<file path="config.mk">
export PLATFORM = sky130hd
export DESIGN_NAME = rv32im_csr_file_flat
export DESIGN_NICKNAME = d
export VERILOG_FILES = /design/src/rtl/rv32im_csr_pkg.sv /design/src/rtl/rv32im_csr_file_if.sv /design/src/rtl/rv32im_csr_counter.sv /design/src/rtl/rv32im_csr_file.sv /design/src/flat_wrapper.sv
export SDC_FILE = /design/constraint.sdc
export NUM_CORES = 1
export LEC_CHECK = 0
export ABC_AREA = 1
export CORE_MARGIN = 2
export CORE_UTILIZATION = 30
export DETAILED_ROUTE_END_ITERATION = 6
export PLACE_DENSITY_LB_ADDON = 0.25
export SLEW_MARGIN = 5
export SYNTH_ARGS = -nofsm -noshare
export SYNTH_HDL_FRONTEND = slang
export SYNTH_SLANG_ARGS = --single-unit
</file>
<file path="constraint.sdc">
create_clock -name clk_i -period 2.5 [get_ports clk_i]
set_input_delay 0.5 -clock clk_i [delete_from_list [all_inputs] [get_ports clk_i]]
set_output_delay 0.5 -clock clk_i [all_outputs]
set_load 0.01 [all_outputs]
</file>
<file path="src/rtl/rv32im_csr_pkg.sv">
// Shared constants for the RV32IM machine-mode CSR file: widths, CSR addresses,
// opcode encodings, field masks and the read-modify-write helper.
package rv32im_csr_pkg;

    localparam int XLEN       = 32;
    localparam int CSR_ADDR_W = 12;
    localparam int CSR_OP_W   = 2;

    typedef enum logic [CSR_OP_W-1:0] {
        CSR_OP_NOP = 2'b00,
        CSR_OP_RW  = 2'b01,
        CSR_OP_RS  = 2'b10,
        CSR_OP_RC  = 2'b11
    } csr_op_e;

    localparam logic [CSR_ADDR_W-1:0] CSR_MSTATUS   = 12'h300;
    localparam logic [CSR_ADDR_W-1:0] CSR_MISA      = 12'h301;
    localparam logic [CSR_ADDR_W-1:0] CSR_MIE       = 12'h304;
    localparam logic [CSR_ADDR_W-1:0] CSR_MTVEC     = 12'h305;
    localparam logic [CSR_ADDR_W-1:0] CSR_MSCRATCH  = 12'h340;
    localparam logic [CSR_ADDR_W-1:0] CSR_MEPC      = 12'h341;
    localparam logic [CSR_ADDR_W-1:0] CSR_MCAUSE    = 12'h342;
    localparam logic [CSR_ADDR_W-1:0] CSR_MTVAL     = 12'h343;
    localparam logic [CSR_ADDR_W-1:0] CSR_MIP       = 12'h344;
    localparam logic [CSR_ADDR_W-1:0] CSR_MCYCLE    = 12'hB00;
    localparam logic [CSR_ADDR_W-1:0] CSR_MCYCLEH   = 12'hB80;
    localparam logic [CSR_ADDR_W-1:0] CSR_CYCLE     = 12'hC00;
    localparam logic [CSR_ADDR_W-1:0] CSR_CYCLEH    = 12'hC80;
    localparam logic [CSR_ADDR_W-1:0] CSR_MVENDORID = 12'hF11;
    localparam logic [CSR_ADDR_W-1:0] CSR_MARCHID   = 12'hF12;
    localparam logic [CSR_ADDR_W-1:0] CSR_MIMPID    = 12'hF13;
    localparam logic [CSR_ADDR_W-1:0] CSR_MHARTID   = 12'hF14;

    // mstatus keeps only MIE/MPIE; MPP is hard-wired to machine mode
    localparam logic [XLEN-1:0] MSTATUS_WMASK = 32'h0000_0088;
    localparam logic [XLEN-1:0] MSTATUS_FIXED = 32'h0000_1800;
    localparam logic [XLEN-1:0] MIX_WMASK     = 32'h0000_0888;
    localparam logic [XLEN-1:0] ALIGN_MASK    = 32'hFFFF_FFFC;
    localparam logic [XLEN-1:0] MISA_VALUE    = 32'h4000_1100;

    function automatic logic [XLEN-1:0] csr_alu(input csr_op_e op,
                                                input logic [XLEN-1:0] old_val,
                                                input logic [XLEN-1:0] src);
        logic [XLEN-1:0] res;
        res = old_val;
        case (op)
            CSR_OP_RW: res = src;
            CSR_OP_RS: res = old_val | src;
            CSR_OP_RC: res = old_val & ~src;
            default:   res = old_val;
        endcase
        return res;
    endfunction

endpackage

</file>
<file path="src/rtl/rv32im_csr_file_if.sv">
// CSR access port: one address shared by the combinational read and the edge write.
interface rv32im_csr_file_if #(
    parameter int API_XLEN         = 32,
    parameter int CSR_WIDTH        = 12,
    parameter int CSR_OPCODE_WIDTH = 2
);
    logic [CSR_WIDTH-1:0]        csr_addr_i;
    logic [API_XLEN-1:0]         val_csr_i;
    logic                        we_csr_i;
    logic                        re_csr_i;
    logic [CSR_OPCODE_WIDTH-1:0] csr_opcode_i;
    logic [API_XLEN-1:0]         val_csr_o;

    modport master (
        output csr_addr_i, val_csr_i, we_csr_i, re_csr_i, csr_opcode_i,
        input  val_csr_o
    );

    modport slave (
        input  csr_addr_i, val_csr_i, we_csr_i, re_csr_i, csr_opcode_i,
        output val_csr_o
    );
endinterface

</file>
<file path="src/rtl/rv32im_csr_counter.sv">
// 64-bit free-running cycle counter; a word write wins over the increment for that
// word only, the other word still takes the carry of the unmodified count.
module rv32im_csr_counter #(
    parameter int WORD_W = 32
) (
    input  logic                  clk_i,
    input  logic                  rst_n_i,
    input  logic                  we_lo,
    input  logic                  we_hi,
    input  logic [WORD_W-1:0]     wdata,
    output logic [2*WORD_W-1:0]   count
);
    logic [2*WORD_W-1:0] count_q;
    logic [2*WORD_W-1:0] count_inc;

    assign count_inc = count_q + 1'b1;
    assign count     = count_q;

    // rst_n_i is high-active despite its name
    always_ff @(posedge clk_i) begin
        if (rst_n_i) begin
            count_q <= '0;
        end else begin
            count_q[WORD_W-1:0]        <= we_lo ? wdata : count_inc[WORD_W-1:0];
            count_q[2*WORD_W-1:WORD_W] <= we_hi ? wdata : count_inc[2*WORD_W-1:WORD_W];
        end
    end
endmodule

</file>
<file path="src/rtl/rv32im_csr_file.sv">
// Machine-mode CSR file for a small RV32IM core: combinational read mux,
// read-modify-write on the clock edge, masked fields and a 64-bit cycle counter.
module rv32im_csr_file
    import rv32im_csr_pkg::*;
#(
    parameter int API_XLEN         = 32,
    parameter int CSR_WIDTH        = 12,
    parameter int CSR_OPCODE_WIDTH = 2
) (
    input  logic              clk_i,
    input  logic              rst_n_i,
    rv32im_csr_file_if.slave  csr_bus
);
    logic [API_XLEN-1:0]   mstatus_q, mie_q, mtvec_q, mscratch_q;
    logic [API_XLEN-1:0]   mepc_q, mcause_q, mtval_q, mip_q;
    logic [2*API_XLEN-1:0] cycle_count;
    logic [API_XLEN-1:0]   rdata;
    logic [API_XLEN-1:0]   wdata;
    logic                  wr_en;
    csr_op_e               op;

    assign op    = csr_op_e'(csr_bus.csr_opcode_i);
    assign wr_en = csr_bus.we_csr_i && (op != CSR_OP_NOP);
    // set/clear act on the visible value, so masked bits never leak into storage
    assign wdata = csr_alu(op, rdata, csr_bus.val_csr_i);

    always_comb begin
        rdata = '0;
        case (csr_bus.csr_addr_i)
            CSR_MSTATUS:  rdata = mstatus_q | MSTATUS_FIXED;
            CSR_MISA:     rdata = MISA_VALUE;
            CSR_MIE:      rdata = mie_q;
            CSR_MTVEC:    rdata = mtvec_q;
            CSR_MSCRATCH: rdata = mscratch_q;
            CSR_MEPC:     rdata = mepc_q;
            CSR_MCAUSE:   rdata = mcause_q;
            CSR_MTVAL:    rdata = mtval_q;
            CSR_MIP:      rdata = mip_q;
            CSR_MCYCLE,
            CSR_CYCLE:    rdata = cycle_count[API_XLEN-1:0];
            CSR_MCYCLEH,
            CSR_CYCLEH:   rdata = cycle_count[2*API_XLEN-1:API_XLEN];
            default:      rdata = '0;
        endcase
    end

    assign csr_bus.val_csr_o = csr_bus.re_csr_i ? rdata : '0;

    always_ff @(posedge clk_i) begin
        if (rst_n_i) begin
            mstatus_q  <= '0;
            mie_q      <= '0;
            mtvec_q    <= '0;
            mscratch_q <= '0;
            mepc_q     <= '0;
            mcause_q   <= '0;
            mtval_q    <= '0;
            mip_q      <= '0;
        end else if (wr_en) begin
            case (csr_bus.csr_addr_i)
                CSR_MSTATUS:  mstatus_q  <= wdata & MSTATUS_WMASK;
                CSR_MIE:      mie_q      <= wdata & MIX_WMASK;
                CSR_MTVEC:    mtvec_q    <= wdata & ALIGN_MASK;
                CSR_MSCRATCH: mscratch_q <= wdata;
                CSR_MEPC:     mepc_q     <= wdata & ALIGN_MASK;
                CSR_MCAUSE:   mcause_q   <= wdata;
                CSR_MTVAL:    mtval_q    <= wdata;
                CSR_MIP:      mip_q      <= wdata & MIX_WMASK;
                default:      ;
            endcase
        end
    end

    rv32im_csr_counter #(
        .WORD_W (API_XLEN)
    ) u_counter (
        .clk_i   (clk_i),
        .rst_n_i (rst_n_i),
        .we_lo   (wr_en && (csr_bus.csr_addr_i == CSR_MCYCLE)),
        .we_hi   (wr_en && (csr_bus.csr_addr_i == CSR_MCYCLEH)),
        .wdata   (wdata),
        .count   (cycle_count)
    );
endmodule

</file>
<file path="src/flat_wrapper.sv">
// flat-port wrapper written by rule: the top's interface ports become plain ports
module rv32im_csr_file_flat import rv32im_csr_pkg::*;
#(
    parameter int API_XLEN         = 32,
    parameter int CSR_WIDTH        = 12,
    parameter int CSR_OPCODE_WIDTH = 2
)
  (clk_i, rst_n_i, csr_bus_csr_addr_i, csr_bus_val_csr_i, csr_bus_we_csr_i, csr_bus_re_csr_i, csr_bus_csr_opcode_i, csr_bus_val_csr_o);
  rv32im_csr_file_if #(.API_XLEN(API_XLEN), .CSR_WIDTH(CSR_WIDTH), .CSR_OPCODE_WIDTH(CSR_OPCODE_WIDTH)) csr_bus_i ();
  input  logic clk_i;
  input  logic rst_n_i;
  input wire logic [$bits(csr_bus_i.csr_addr_i)-1:0] csr_bus_csr_addr_i;
  input wire logic [$bits(csr_bus_i.val_csr_i)-1:0] csr_bus_val_csr_i;
  input wire logic [$bits(csr_bus_i.we_csr_i)-1:0] csr_bus_we_csr_i;
  input wire logic [$bits(csr_bus_i.re_csr_i)-1:0] csr_bus_re_csr_i;
  input wire logic [$bits(csr_bus_i.csr_opcode_i)-1:0] csr_bus_csr_opcode_i;
  output wire logic [$bits(csr_bus_i.val_csr_o)-1:0] csr_bus_val_csr_o;
  assign csr_bus_i.csr_addr_i = csr_bus_csr_addr_i;
  assign csr_bus_i.val_csr_i = csr_bus_val_csr_i;
  assign csr_bus_i.we_csr_i = csr_bus_we_csr_i;
  assign csr_bus_i.re_csr_i = csr_bus_re_csr_i;
  assign csr_bus_i.csr_opcode_i = csr_bus_csr_opcode_i;
  assign csr_bus_val_csr_o = csr_bus_i.val_csr_o;
  rv32im_csr_file #(.API_XLEN(API_XLEN), .CSR_WIDTH(CSR_WIDTH), .CSR_OPCODE_WIDTH(CSR_OPCODE_WIDTH)) u_core (.clk_i(clk_i), .rst_n_i(rst_n_i), .csr_bus(csr_bus_i));
endmodule
</file>
Figure 1. Metal layers overlaid (run 1).
Two of the layers only.
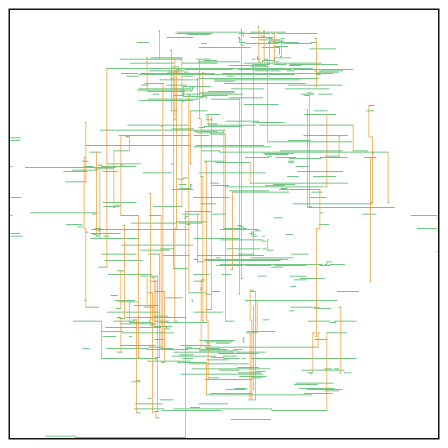
[orange] met4 | wire length: 3730 um
[green] met3 | wire length: 5910 um

Figure 2. Cell placement (run 1).
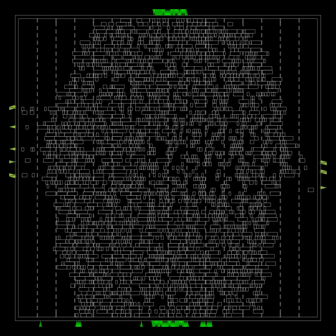
flip-flops: 228
Finished Core Util: 0.420
fill count: 5021
Layout Cells excl Fill: 3300
Seq/total area: 0.223

Figure 3. Met2 routing (run 1).
Bar = 50 um.
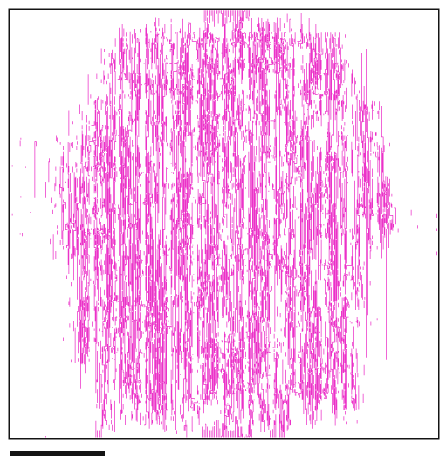
nets with wire on the layer: 2107
share of all routed wire: 45%
longest straight run: 114 um
wire length on this layer: 31.0 mm

==> flow_metrics.py, run 1 <==
# Flow results
metrics = {
    "pwr": {
        "swShare": 0.255,
        "powerComb_w": 0.000665,
        "power.leakage_nw": 9.73,
        "pwr-share-comb": 0.080,
    },
    "logic_synthesis": {
        "synthTopCellsByCount": "549 x nand2_1, 415 x inv_1, 411 x nand3_1, 228 x dfxtp_1, 218 x nor2_1",
        "synth_chip_area_sq_um": 14700,
        "ys_async_sr_fraction": 0,
    },
    "global_routing": {
        "grt.overflow.total": 0,
    },
    "worst_hold_path": {
        "hold_depth": 4,
        "min-delay-start": "rst_n_i",
        "hold_path_class": "in -> reg",
    },
    "outcome": {
        "status": "finished with violations",
        "violations": "negative setup slack",
    },
    "sta": {
        "setup_viol": 20,
        "slew_violations": 0,
        "postLayoutSetupSlackWorst_ps": -91.0,
        "finalHoldViolations": 0,
    },
    "drt": {
        "dr_wl_met3_mm": 5.91,
        "detailedRoute.firstIterationViolations": 1734,
        "drc": 0,
    },
    "layout": {
        "seqCellArea_sq_um": 4560,
        "comb_area_sq_um": 9110,
    },
    "floorplan": {
        "fp.dieH_um": 226,
    },
    "clock_network": {
        "ctsHoldBuffers": 0,
    },
    "critical_path": {
        "startpoint": "csr_bus_csr_addr_i[5]",
    },
}
run 1: cells by family (layout without fill, tap and decap cells):
family | count (synthesis) | in the layout | share of synthesized area
compound gates | 326 | 326 | 0.129
xor+xnor | 21 | 21 | 0.0125
fa+ha+maj | 1 | 1 | 0.000850
buf+inv | 532 | 789 | 0.146
flops | 228 | 228 | 0.310
simple gates | 1312 | 1313 | 0.402
run 1: flip-flops by register name, summed over array words and instances (netlist names):
name,cells
u_core.mepc_q,30
u_core.mtval_q,32
u_core.mip_q,3
u_core.u_counter.count,64
u_core.mtvec_q,30
u_core.mcause_q,32
u_core.mstatus_q,2
u_core.mscratch_q,32
u_core.mie_q,3
run 1: path summary, 6_finish.rpt:
check / slack [ps] / endpoint
hold / removal: 380 / u_core.u_counter.count[63]$_SDFF_PP0_
setup / recovery: -90 / csr_bus_val_csr_o[13]
hold reg to reg: 540 / u_core.mcause_q[2]$_SDFFE_PP0P_
setup reg to reg: 250 / u_core.u_counter.count[63]$_SDFF_PP0_
run 1: metrics by stage:
step	power [W]	cells	cell area [sq um]	utilization
3_3_place_gp	0.00429	3182	17500	0.360
3_5_place_dp	0.00429	3182	17500	0.360
4_1_cts	0.00834	3295	19800	0.407
2_1_floorplan	0.00397	2420	14700	-
6_report	0.00829	3300	20400	0.420
5_1_grt	0.00851	3300	20400	0.420
run 1: cell type report:
type	instances	area share
clock buffer	45	0.0419
sequential	228	0.223
clock inverter	3	0.000857
tap	622	0.0381
timing repair buffer	312	0.170
inverter	429	0.0794
multi-input combinational	1661	0.446
run 1: critical path, stage by stage:
cell	delay [ps]
buf_6	90
nor2_4	190
nand2_4	90
nor2_4	200
buf_12	160
nand2_8	120
buf_12	190
o21ai_2	150
nor2_2	80
a21oi_2	150
buf_2	150
==> run 2, diff against run 1 <==
CAP_MARGIN = 10   (was default)
Figure 4. Metal layers overlaid (run 2).
Two of the layers only.
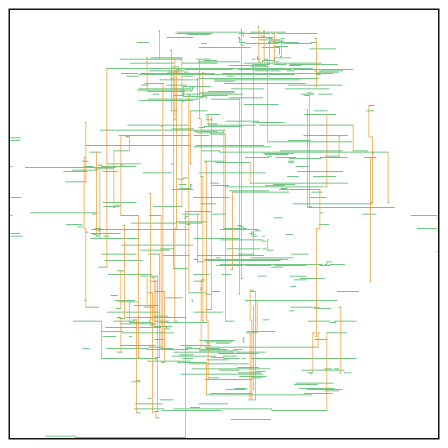
[green] met3 | wire length: 5910 um
[orange] met4 | wire length: 3730 um

==> run 2 against run 1 <==
The flow still finishes with violations (negative setup slack). Global-route usage unchanged. Combinational power about the same. Count of clock-buffer cells in the layout unchanged. Total power unchanged. Worst hold slack unchanged. Largest power group unchanged. Highest routed layer unchanged.
==> flow_metrics.py, run 2 <==
# Flow results
metrics = {
    "outcome": {
        "status": "finished with violations",
        "violations": "negative setup slack",
    },
    "pwr": {
        "pwr-share-comb": 0.080,
        "swShare": 0.255,
        "power.leakage_nw": 9.73,
        "powerComb_w": 0.000665,
    },
    "layout": {
        "final.fill_count": 5021,
        "largest_register_ffs": 64,
        "final_common_cell": "nand2_1",
        "final_cell_area_sq_um": 20400,
        "layout.nets": 2711,
    },
    "sta": {
        "setup_viol": 20,
        "finalHoldViolations": 0,
        "postLayoutSetupSlackWorst_ps": -91.0,
        "finalCritPeriodShare": 1.04,
        "slew_violations": 0,
    },
    "global_routing": {
        "grt.overflow.total": 0,
    },
    "critical_path": {
        "cp_slowest_cell": "nor2_4",
        "path_delay_family": "simple AND/OR/NAND/NOR gates",
        "path_cells": "buf_6 -> nor2_4 -> nand2_4 -> nor2_4 -> buf_12 -> nand2_8 -> buf_12 -> o21ai_2 -> nor2_2 -> a21oi_2 -> buf_2",
        "cp.depth": 11,
        "crit_buf_inv": 4,
        "regToRegEndpoint": "u_core.u_counter.count[63]$_SDFF_PP0_",
    },
    "clock_network": {
        "ctsHoldBuffers": 0,
    },
    "flow_run": {
        "drv_cap": 0,
    },
    "drt": {
        "detailedRoute.firstIterationViolations": 1734,
        "dr_wl_met3_mm": 5.91,
        "dr_total_vias": 17173,
        "drc": 0,
    },
    "worst_hold_path": {
        "hold_depth": 4,
        "min-delay-start": "rst_n_i",
        "min_to": "u_core.u_counter.count[63]$_SDFF_PP0_",
    },
    "logic_synthesis": {
        "ys_async_sr_fraction": 0,
        "yosysTopAreaCell": "dfxtp_1",
        "synth_chip_area_sq_um": 14700,
        "synthTopCellsByCount": "549 x nand2_1, 415 x inv_1, 411 x nand3_1, 228 x dfxtp_1, 218 x nor2_1",
    },
    "placed_design": {
        "hpwl_mm": 48.3,
        "portBuffers": 81,
    },
}
run 2: tightest hold or removal path, stage by stage:
cell	delay, ps
buf_2	130
inv_4	130
nand2_1	100
nor2_1	40
run 2: stage by stage:
step           hold WS, ps  utilization  std cells  power, W  setup slack (ps)
3_5_place_dp           520        0.360       3182   0.00429             -1220
3_3_place_gp           517        0.360       3182   0.00429             -1210
5_1_grt                389        0.420       3300   0.00851              -114
2_1_floorplan          509            -       2420   0.00397               358
6_report               384        0.420       3300   0.00829             -91.0
4_1_cts                363        0.407       3295   0.00834             -62.7
run 2: worst max path at each step:
stage,endpoint,from
finish,csr_bus_val_csr_o[13],csr_bus_csr_addr_i[5]
global route,csr_bus_val_csr_o[9],csr_bus_csr_addr_i[5]
CTS,csr_bus_val_csr_o[15],csr_bus_csr_addr_i[4]
detailed placement,csr_bus_val_csr_o[12],csr_bus_csr_addr_i[0]
global placement,csr_bus_val_csr_o[12],csr_bus_csr_addr_i[1]
floorplan,csr_bus_val_csr_o[2],csr_bus_csr_addr_i[3]
run 2: final cells by class:
type	count	area, sq um	area share
flip-flops and latches	228	4560	0.223
clock inverters	3	17.5	0.000857
inverters	429	1620	0.0794
clock buffers	45	856	0.0419
well taps	622	778	0.0381
repair buffers	312	3480	0.170
multi-input cells	1661	9110	0.446
run 2: kinds of logic (layout without fill, tap and decap cells):
logic type | Yosys count | after routing | synth area share
and+or+nand+nor | 1312 | 1313 | 0.402
xor gates and xnor gates | 21 | 21 | 0.0125
buffers and inverters | 532 | 789 | 0.146
AOI/OAI and AO/OA | 326 | 326 | 0.129
adders and majority gates | 1 | 1 | 0.000850
DFF | 228 | 228 | 0.310
==> run 3, diff against run 2 <==
CORE_MARGIN = 5   (was 2)
HOLD_SLACK_MARGIN = 0.05   (was default)
Figure 5. Met2 routing (run 3).
Bar = 50 um.
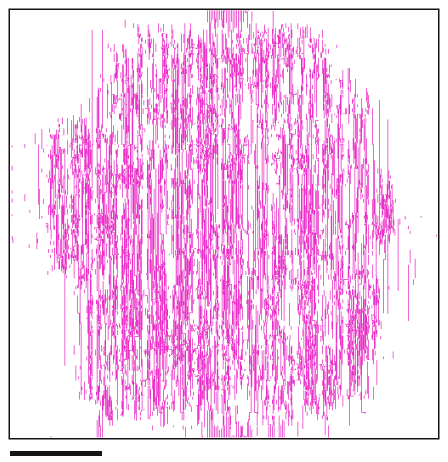
wire length on this layer: 32.1 mm
longest straight run: 109 um

==> run 3 against run 2 <==
The flow finishes with violations (design-rule violations, negative setup slack). Fmax down 0.26%. Global-route usage down 1.5 points. Final cell count up 0.55%. Largest power group unchanged. Register-to-register slack better by 60 ps. Synthesized cell count unchanged. Worst hold slack better by 49 ps. Highest routed layer unchanged.
==> flow_metrics.py, run 3 <==
# Flow results
metrics = {
    "logic_synthesis": {
        "synth_chip_area_sq_um": 14700,
        "ys_async_sr_fraction": 0,
    },
    "layout": {
        "fin_util": 0.407,
        "nClkBuffers": 43,
        "buffers": 282,
        "buffer_area_frac": 0.151,
        "comb_share": 0.446,
        "layout.nets": 2684,
        "comb_cells": 1663,
        "largest_cell_class": "combinational gates",
        "seqCellArea_sq_um": 4560,
        "seq_area_frac": 0.230,
        "seq_cell_count": 228,
        "final_common_cell": "nand2_1",
        "comb_area_sq_um": 8840,
    },
    "critical_path": {
        "endpoint": "csr_bus_val_csr_o[2]",
        "ff2ff_setup_slack_ps": 310,
        "startpoint": "csr_bus_csr_addr_i[5]",
    },
    "flow_run": {
        "drv_cap": 0,
    },
    "drt": {
        "drc": 12,
        "detailedRoute.firstIterationViolations": 1765,
    },
    "sta": {
        "setup_viol": 12,
        "finalCritPeriodShare": 1.04,
        "hold_slack_ps": 433,
        "postLayoutSetupSlackWorst_ps": -97.8,
    },
    "pwr": {
        "power.leakage_nw": 9.55,
        "pwr-share-comb": 0.073,
        "swShare": 0.258,
    },
    "outcome": {
        "status": "finished with violations",
        "violations": "design-rule violations, negative setup slack",
    },
    "global_routing": {
        "grt.overflow.total": 0,
    },
    "worst_hold_path": {
        "hold_depth": 5,
        "min_to": "u_core.mcause_q[31]$_SDFFE_PP0P_",
    },
    "placed_design": {
        "portBuffers": 81,
        "hpwl_mm": 49.9,
    },
    "floorplan": {
        "fp.dieH_um": 232,
    },
    "clock_network": {
        "ctsHoldBuffers": 0,
    },
}
-- run 3: cell types whose count changed in the layout (fill, tap and decap cells not counted), sizes merged --
cell	previous run	this run
buf	271	244
bufinv	0	1
clkbuf	50	45
clkinv	2	8
clkinvlp	1	0
nand2	591	593
-- run 3: repair_timing --
item | 4_1_cts | 5_1_grt
gates resized | 352 | 103
gates cloned | 11 | 3
setup endpoints to repair | 34 | 42
pin swaps | 58 | 61
endpoints found under the hold margin | 0 | 0
buffers inserted | 28 | 9
-- run 3: logic make-up after synthesis --
family | synth area share
AND-OR/OR-AND | 0.129
buffers and inverters | 0.146
XOR/XNOR | 0.0125
AND/OR/NAND/NOR | 0.402
flip-flops | 0.310
adder cells (fa/ha/maj) | 0.000850
-- run 3: critical path: stages --
cell and delay [ps]:
buf_6 90, nor2_4 140, buf_6 150, nand2_8 70, nor2_4 130, buf_12 160, buf_16 150, buf_12 140
nand3_2 60, o21ai_1 80, nor2_1 80, a21oi_2 160, buf_2 160
-- run 3: per-layer routing --
metal | part of all wire | GRT usage | vias up
met4 | 0.035 | 0.0964 | 0
met3 | 0.074 | 0.0379 | 128
li1 | - | - | 8096
met1 | 0.43 | 0.336 | 8039
met2 | 0.46 | 0.408 | 690
met5 | 0 | 0 | -
-- run 3: per-stage QoR --
| step | power (W) | setup slack [ps] | instances | area, sq um | setup TNS [ps] |
|---|---|---|---|---|---|
| 4_1_cts | 0.00858 | -75.8 | 3311 | 19400 | -647 |
| 3_5_place_dp | 0.00429 | -1090 | 3220 | 17500 | -65360 |
| 5_1_grt | 0.00878 | -134 | 3318 | 19800 | -1840 |
| 3_3_place_gp | 0.00428 | -1120 | 3220 | 17500 | -59330 |
| 6_report | 0.00856 | -97.8 | 3318 | 19800 | -433 |
| 2_1_floorplan | 0.00397 | 358 | 2420 | 14700 | 0 |
Power figures rest on the tool's default switching activity, not on a simulated workload.
